[src/rtl/dmem_ctrl.sv]
// ---------------------------------------------------------------------------
// dmem_ctrl
// Data-memory access controller for the Memory stage. Turns the stage's
// load/store into a single-outstanding req/gnt/rvalid bus transaction,
// aligns store byte lanes and load data, and raises dmem_stall_o so the
// hazard unit freezes the pipeline while an access is in flight.
//
// Optional feature macro: DMEM_MISALIGN_TRAP_EN
//   defined   : misaligned half/word accesses are not issued; misalign_o=1
//   undefined : misalign_o=0, offending low address bits are ignored
//
// Ports
//   clk_i, rst_i                 clock, synchronous active-high reset
//   mem_valid_i                  Memory-stage instruction valid
//   mem_read_i, mem_write_i      load / store (both high => load)
//   mem_size_i                   00 byte, 01 half, 10/11 word
//   mem_unsigned_i               zero-extend loads
//   mem_addr_i, mem_wdata_i      byte address, LSB-justified store data
//   dmem_req_o .. dmem_wdata_o   bus request (all zero while req=0)
//   dmem_gnt_i, dmem_rvalid_i,
//   dmem_rdata_i                 bus response
//   load_data_o                  aligned/extended load result (registered)
//   dmem_stall_o                 access not yet complete
//   misalign_o                   misaligned access trapped
// ---------------------------------------------------------------------------
module dmem_ctrl (
    input  logic        clk_i,
    input  logic        rst_i,
    input  logic        mem_valid_i,
    input  logic        mem_read_i,
    input  logic        mem_write_i,
    input  logic [1:0]  mem_size_i,
    input  logic        mem_unsigned_i,
    input  logic [31:0] mem_addr_i,
    input  logic [31:0] mem_wdata_i,
    output logic        dmem_req_o,
    output logic        dmem_we_o,
    output logic [3:0]  dmem_be_o,
    output logic [31:0] dmem_addr_o,
    output logic [31:0] dmem_wdata_o,
    input  logic        dmem_gnt_i,
    input  logic        dmem_rvalid_i,
    input  logic [31:0] dmem_rdata_i,
    output logic [31:0] load_data_o,
    output logic        dmem_stall_o,
    output logic        misalign_o
);

    typedef enum logic [1:0] {IDLE, REQ, RESP, DONE} state_t;

    state_t      r_state;
    logic        r_we;
    logic [3:0]  r_be;
    logic [31:0] r_addr;
    logic [31:0] r_wdata;
    logic [1:0]  r_size;
    logic [1:0]  r_lane;
    logic        r_unsigned;
    logic [31:0] r_load_data;

    logic        w_access;
    logic        w_misalign;
    logic        w_go;
    logic        w_we;
    logic [1:0]  w_lane;
    logic [3:0]  w_be;
    logic [31:0] w_wdata;

    // Extract the addressed byte/half from the bus word and extend it.
    function automatic logic [31:0] f_extract(input logic [31:0] d,
                                              input logic [1:0]  size,
                                              input logic [1:0]  lane,
                                              input logic        uns);
        logic [7:0]  b;
        logic [15:0] h;
        logic [31:0] res;
        case (lane)
            2'd0:    b = d[7:0];
            2'd1:    b = d[15:8];
            2'd2:    b = d[23:16];
            default: b = d[31:24];
        endcase
        h = lane[1] ? d[31:16] : d[15:0];
        case (size)
            2'b00:   res = uns ? {24'd0, b} : {{24{b[7]}}, b};
            2'b01:   res = uns ? {16'd0, h} : {{16{h[15]}}, h};
            default: res = d;
        endcase
        return res;
    endfunction

    // Reset also suppresses a request so nothing leaks onto the bus while
    // the pipeline is being flushed.
    assign w_access = mem_valid_i & (mem_read_i | mem_write_i) & ~rst_i;
    assign w_we     = mem_write_i & ~mem_read_i;

`ifdef DMEM_MISALIGN_TRAP_EN
    assign w_misalign = w_access && (r_state == IDLE) &&
                        (((mem_size_i == 2'b01) && mem_addr_i[0]) ||
                         (mem_size_i[1] && (mem_addr_i[1:0] != 2'b00)));
`else
    assign w_misalign = 1'b0;
`endif

    assign w_go = w_access & ~w_misalign;

    // Lane after alignment: halves snap to a[1], words to lane 0.
    always_comb begin
        w_lane  = 2'b00;
        w_be    = 4'b1111;
        w_wdata = mem_wdata_i;
        case (mem_size_i)
            2'b00: begin
                w_lane  = mem_addr_i[1:0];
                w_be    = 4'b0001 << w_lane;
                w_wdata = {4{mem_wdata_i[7:0]}};
            end
            2'b01: begin
                w_lane  = {mem_addr_i[1], 1'b0};
                w_be    = 4'b0011 << w_lane;
                w_wdata = {2{mem_wdata_i[15:0]}};
            end
            default: begin
                w_lane  = 2'b00;
                w_be    = 4'b1111;
                w_wdata = mem_wdata_i;
            end
        endcase
    end

    // Bus request: straight from the inputs in IDLE, from the holding
    // register in REQ so fields stay stable until granted.
    always_comb begin
        dmem_req_o   = 1'b0;
        dmem_we_o    = 1'b0;
        dmem_be_o    = 4'b0000;
        dmem_addr_o  = 32'd0;
        dmem_wdata_o = 32'd0;
        dmem_stall_o = 1'b0;
        case (r_state)
            IDLE: begin
                if (w_go) begin
                    dmem_req_o   = 1'b1;
                    dmem_we_o    = w_we;
                    dmem_be_o    = w_be;
                    dmem_addr_o  = {mem_addr_i[31:2], 2'b00};
                    dmem_wdata_o = w_we ? w_wdata : 32'd0;
                    dmem_stall_o = 1'b1;
                end
            end
            REQ: begin
                dmem_req_o   = 1'b1;
                dmem_we_o    = r_we;
                dmem_be_o    = r_be;
                dmem_addr_o  = r_addr;
                dmem_wdata_o = r_wdata;
                dmem_stall_o = 1'b1;
            end
            RESP:    dmem_stall_o = 1'b1;
            default: dmem_stall_o = 1'b0;
        endcase
    end

    assign misalign_o  = w_misalign;
    assign load_data_o = r_load_data;

    always_ff @(posedge clk_i) begin
        if (rst_i) begin
            r_state     <= IDLE;
            r_we        <= 1'b0;
            r_be        <= 4'b0000;
            r_addr      <= 32'd0;
            r_wdata     <= 32'd0;
            r_size      <= 2'b00;
            r_lane      <= 2'b00;
            r_unsigned  <= 1'b0;
            r_load_data <= 32'd0;
        end else begin
            case (r_state)
                IDLE: begin
                    if (w_go) begin
                        r_we       <= w_we;
                        r_be       <= w_be;
                        r_addr     <= {mem_addr_i[31:2], 2'b00};
                        r_wdata    <= w_we ? w_wdata : 32'd0;
                        r_size     <= mem_size_i;
                        r_lane     <= mem_addr_i[1:0];
                        r_unsigned <= mem_unsigned_i;
                        if (dmem_gnt_i) r_state <= w_we ? DONE : RESP;
                        else            r_state <= REQ;
                    end
                end
                // An rvalid coinciding with gnt here belongs to no request.
                REQ: begin
                    if (dmem_gnt_i) r_state <= r_we ? DONE : RESP;
                end
                RESP: begin
                    if (dmem_rvalid_i) begin
                        r_load_data <= f_extract(dmem_rdata_i, r_size,
                                                 r_lane, r_unsigned);
                        r_state     <= DONE;
                    end
                end
                default: r_state <= IDLE;
            endcase
        end
    end

endmodule

[config.mk]
export PLATFORM = sky130hd
export DESIGN_NAME = dmem_ctrl
export DESIGN_NICKNAME = d
export VERILOG_FILES = /design/src/rtl/dmem_ctrl.sv
export SDC_FILE = /design/constraint.sdc
export NUM_CORES = 1
export LEC_CHECK = 0
export ABC_AREA = 1
export CORE_MARGIN = 5
export CORE_UTILIZATION = 49
export DETAILED_ROUTE_END_ITERATION = 8
export PLACE_DENSITY = 0.95
export SYNTH_ARGS = -nofsm -noshare
export SYNTH_HDL_FRONTEND = slang
export SYNTH_SLANG_ARGS = --single-unit
[constraint.sdc]
create_clock -name clk_i -period 4.29 [get_ports clk_i]
set_clock_uncertainty 0.1 [all_clocks]
set_input_delay 1.0725 -clock clk_i [delete_from_list [all_inputs] [get_ports clk_i]]
set_output_delay 1.0725 -clock clk_i [all_outputs]
set_load 0.1 [all_outputs]
final_clocks.png
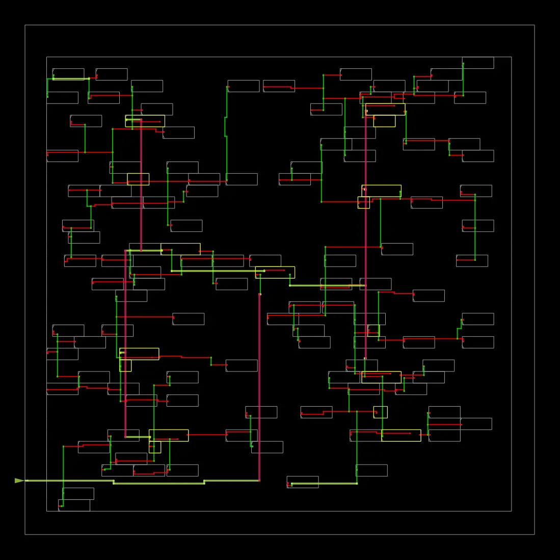
Clk Latency, worst-skew pair: 0.35 ns
CTS sink count: 106
Flop Count: 106
clk_buf instances: 11

drive_strength.png
Scale bar: 20 um.
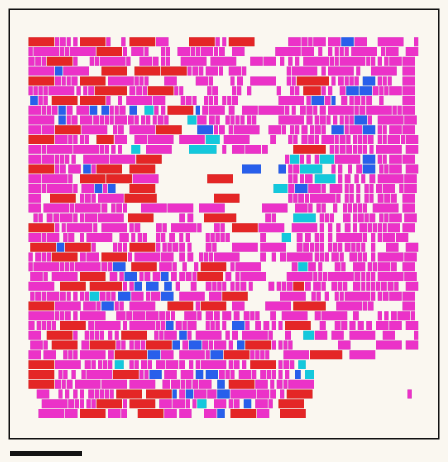
[drive 3 to 4] cyan | cells: 19 | share: 1.8% | most used: buf_4
[drive 2] blue | cells: 54 | share: 5.1% | most used: nand3_2
[drive 6 and up] red | cells: 83 | share: 7.8% | most used: buf_12
[drive 1 or less] magenta | cells: 912 | share: 85% | most used: nand2_1

met4.png
Supply wires on this layer in gray.
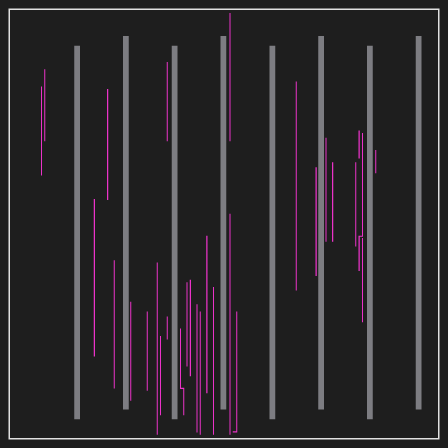
longest straight run: 61.2 um
nets with wire on the layer: 28
wire length on this layer: 896 um
main direction: vertical
DR vias: 6575
Final Routed Wirelength: 20000 um

==> results.sh <==
# source this file to load flow results
export IMPL_slew_headroom=0.327
export IMPL_port_buffer_count=206
export IMPL_placed_cell_area_mm2=0.00849
export IMPL_placedCellCount=1195
export IMPL_net_switching_power_mw=2.15
export IMPL_clockBufferDepth=2
export IMPL_fmax_mhz=251
export IMPL_die_h_um=119
export IMPL_die_x_um=119
export IMPL_largest_class="logic gates"
export IMPL_ff_type="dfxtp_1"
export IMPL_setup_tns_ns=0
export IMPL_synth_area_mm2=0.00582
export IMPL_gp_routability_congestion=0.927
export IMPL_grt_pass1_vias=6471
export IMPL_postCtsSetupBuffers=0
export IMPL_grtUsageMet3=0.0957
export IMPL_seqPwrFrac=0.271
export IMPL_path_cells="clkdlybuf4s50_1 -> nor2_2 -> nand2_1 -> o21a_1 -> nand3_2 -> nand2_1 -> buf_12"
export IMPL_start_kind="primary input"
export IMPL_path_max_fanout=17
export IMPL_final_nonclk_buf_share=0.322
export IMPL_crit_end="dmem_wdata_o[28]"
export IMPL_grt_use_met2=0.457
export IMPL_ys_async_sr_fraction=0
export IMPL_hold_path_class="reg2reg"
export IMPL_crit_buf_inv=2
export IMPL_syn_inst=896
export IMPL_fp_row_count=39
export IMPL_ioPinCount=210
export IMPL_inv_count=58
export IMPL_final_core_util=0.763
export IMPL_slowest_delay_ns=0.51
export IMPL_critical_path_required_ns=3.12
export IMPL_yosys_stat_cells=896
export IMPL_clockPowerShare=0.189
export IMPL_yosys_warnings=0
export IMPL_synthTopCellsByCount="nand2_1 (386), a21oi_1 (108), dfxtp_1 (106)"
export IMPL_cts_resized=0
export IMPL_finalSetupViolCount=0
export IMPL_wl_per_cell_um=16.6
export IMPL_timing_final_crit_share=0.929
export IMPL_cts_tree="built"
export IMPL_synth_area_yosys_mm2=0.00582
export IMPL_top_cell="nand2_1"
export IMPL_comb_cell_share=0.357
export IMPL_groute_usage_overall=0.277
export IMPL_p_leak_nw=3.88
export IMPL_root_buffer="clkbuf_16"
export IMPL_power_mw=4.37
export IMPL_p_comb_frac=0.540
export IMPL_p_seq_mw=1.19
export IMPL_top_area_frac=0.365
export IMPL_antennaDiodeCount=0
export IMPL_slew_violations=0
export IMPL_via_per_inst=5.43
export IMPL_detail_route_antenna_nets=0
export IMPL_avgSynthCellArea_um2=6.50
export IMPL_crit_path_top_delay_cell="nor2_2"
export IMPL_warning_count=29
export IMPL_status="finished, final reports clean"
export IMPL_grt_ovfl_total=0
export IMPL_cp_top_family="simple AND/OR/NAND/NOR gates"
export IMPL_worst_slack_ns=0.306
export IMPL_fin_crit_ns=3.98
export IMPL_dp_hpwl_um=14300
export IMPL_p_sw_frac=0.493
export IMPL_grt_max_degree=87
export IMPL_rsz0062_at_grt="no"
export IMPL_grt_pass1_wl_um=31900
export IMPL_area_leaders="dfxtp_1 (36%), nand2_1 (25%), a21oi_1 (9.3%)"
export IMPL_power_density_mw_per_mm2=498
export IMPL_use_met1=0.319
export IMPL_power_leader="combinational cells"
export IMPL_final_cells=1211
export IMPL_comb_cells=674
export IMPL_dieArea_mm2=0.0142
export IMPL_fin_area_mm2=0.00879
export IMPL_sh_seq_area=0.242
export IMPL_dr_first_iter_drc_count=843
export IMPL_worstSetupPathType="in2out"
export IMPL_crit_arrival_ns=2.81
export IMPL_taps=143
export IMPL_crit_path_frequent_cell="nand2_1"
export IMPL_drive_gt1_frac=0.146
export IMPL_nFillCells=760
export IMPL_hold_viol=0
export IMPL_floorplan_core_util=0.505
export IMPL_startpoint="mem_size_i[0]"
## cells in the final DEF, fill, tap and decap left out, types with 5 or more instances in the layout
| cell | instances |
|---|---|
| dfxtp_1 | 106 |
| nor2_1 | 41 |
| nand3_2 | 24 |
| nand3_1 | 19 |
| clkdlybuf4s50_1 | 136 |
| o21ai_1 | 5 |
| inv_1 | 53 |
| a31oi_1 | 8 |
| buf_12 | 71 |
| buf_4 | 6 |
| nand2_1 | 386 |
| clkbuf_16 | 9 |
| a21oi_1 | 108 |
| or2_2 | 11 |
| o21ai_0 | 30 |
| nand2_2 | 12 |
| o21a_1 | 8 |
## worst min-delay path by stage
stage	from	endpoint	slack (ns)	cells past startpoint
5_1_grt	r_wdata[6]	r_wdata[6]	0.38	2
3_5_place_dp	r_addr[24]	r_addr[24]	0.36	2
4_1_cts	r_addr[19]	r_addr[19]	0.37	2
3_3_place_gp	r_addr[22]	r_addr[22]	0.35	2
2_1_floorplan	r_wdata[0]	r_wdata[0]	0.34	2
6_report	r_addr[8]	r_addr[8]	0.37	2
## kinds of logic (layout without fill, tap and decap cells)
kind of cell | count (synthesis) | count (layout) | synth area share
flops | 106 | 106 | 0.365
compound gates | 160 | 160 | 0.145
simple gates | 507 | 507 | 0.383
fa+ha+maj | 4 | 4 | 0.00860
buf+inv | 118 | 288 | 0.0985
other cells | 1 | 3 | 0.000644
## worst min-delay path, cell delays in order, from the launching register on
cell and delay [ns]:
dfxtp_1 0.32, nand2_1 0.06, a21oi_1 0.05
## registers in the layout (all words and copies together) (netlist names)
signal,cells
r_unsigned,1
r_be,4
r_size,2
r_we,1
r_wdata,32
r_state,2
load_data_o,32
r_addr,30
r_lane,2
## per-layer routing
metal  up-vias  part of all wire
met5         -                 0
met4         0             0.045
met3        64              0.11
met2       355              0.47
met1      2999              0.38
li1       3157                 -
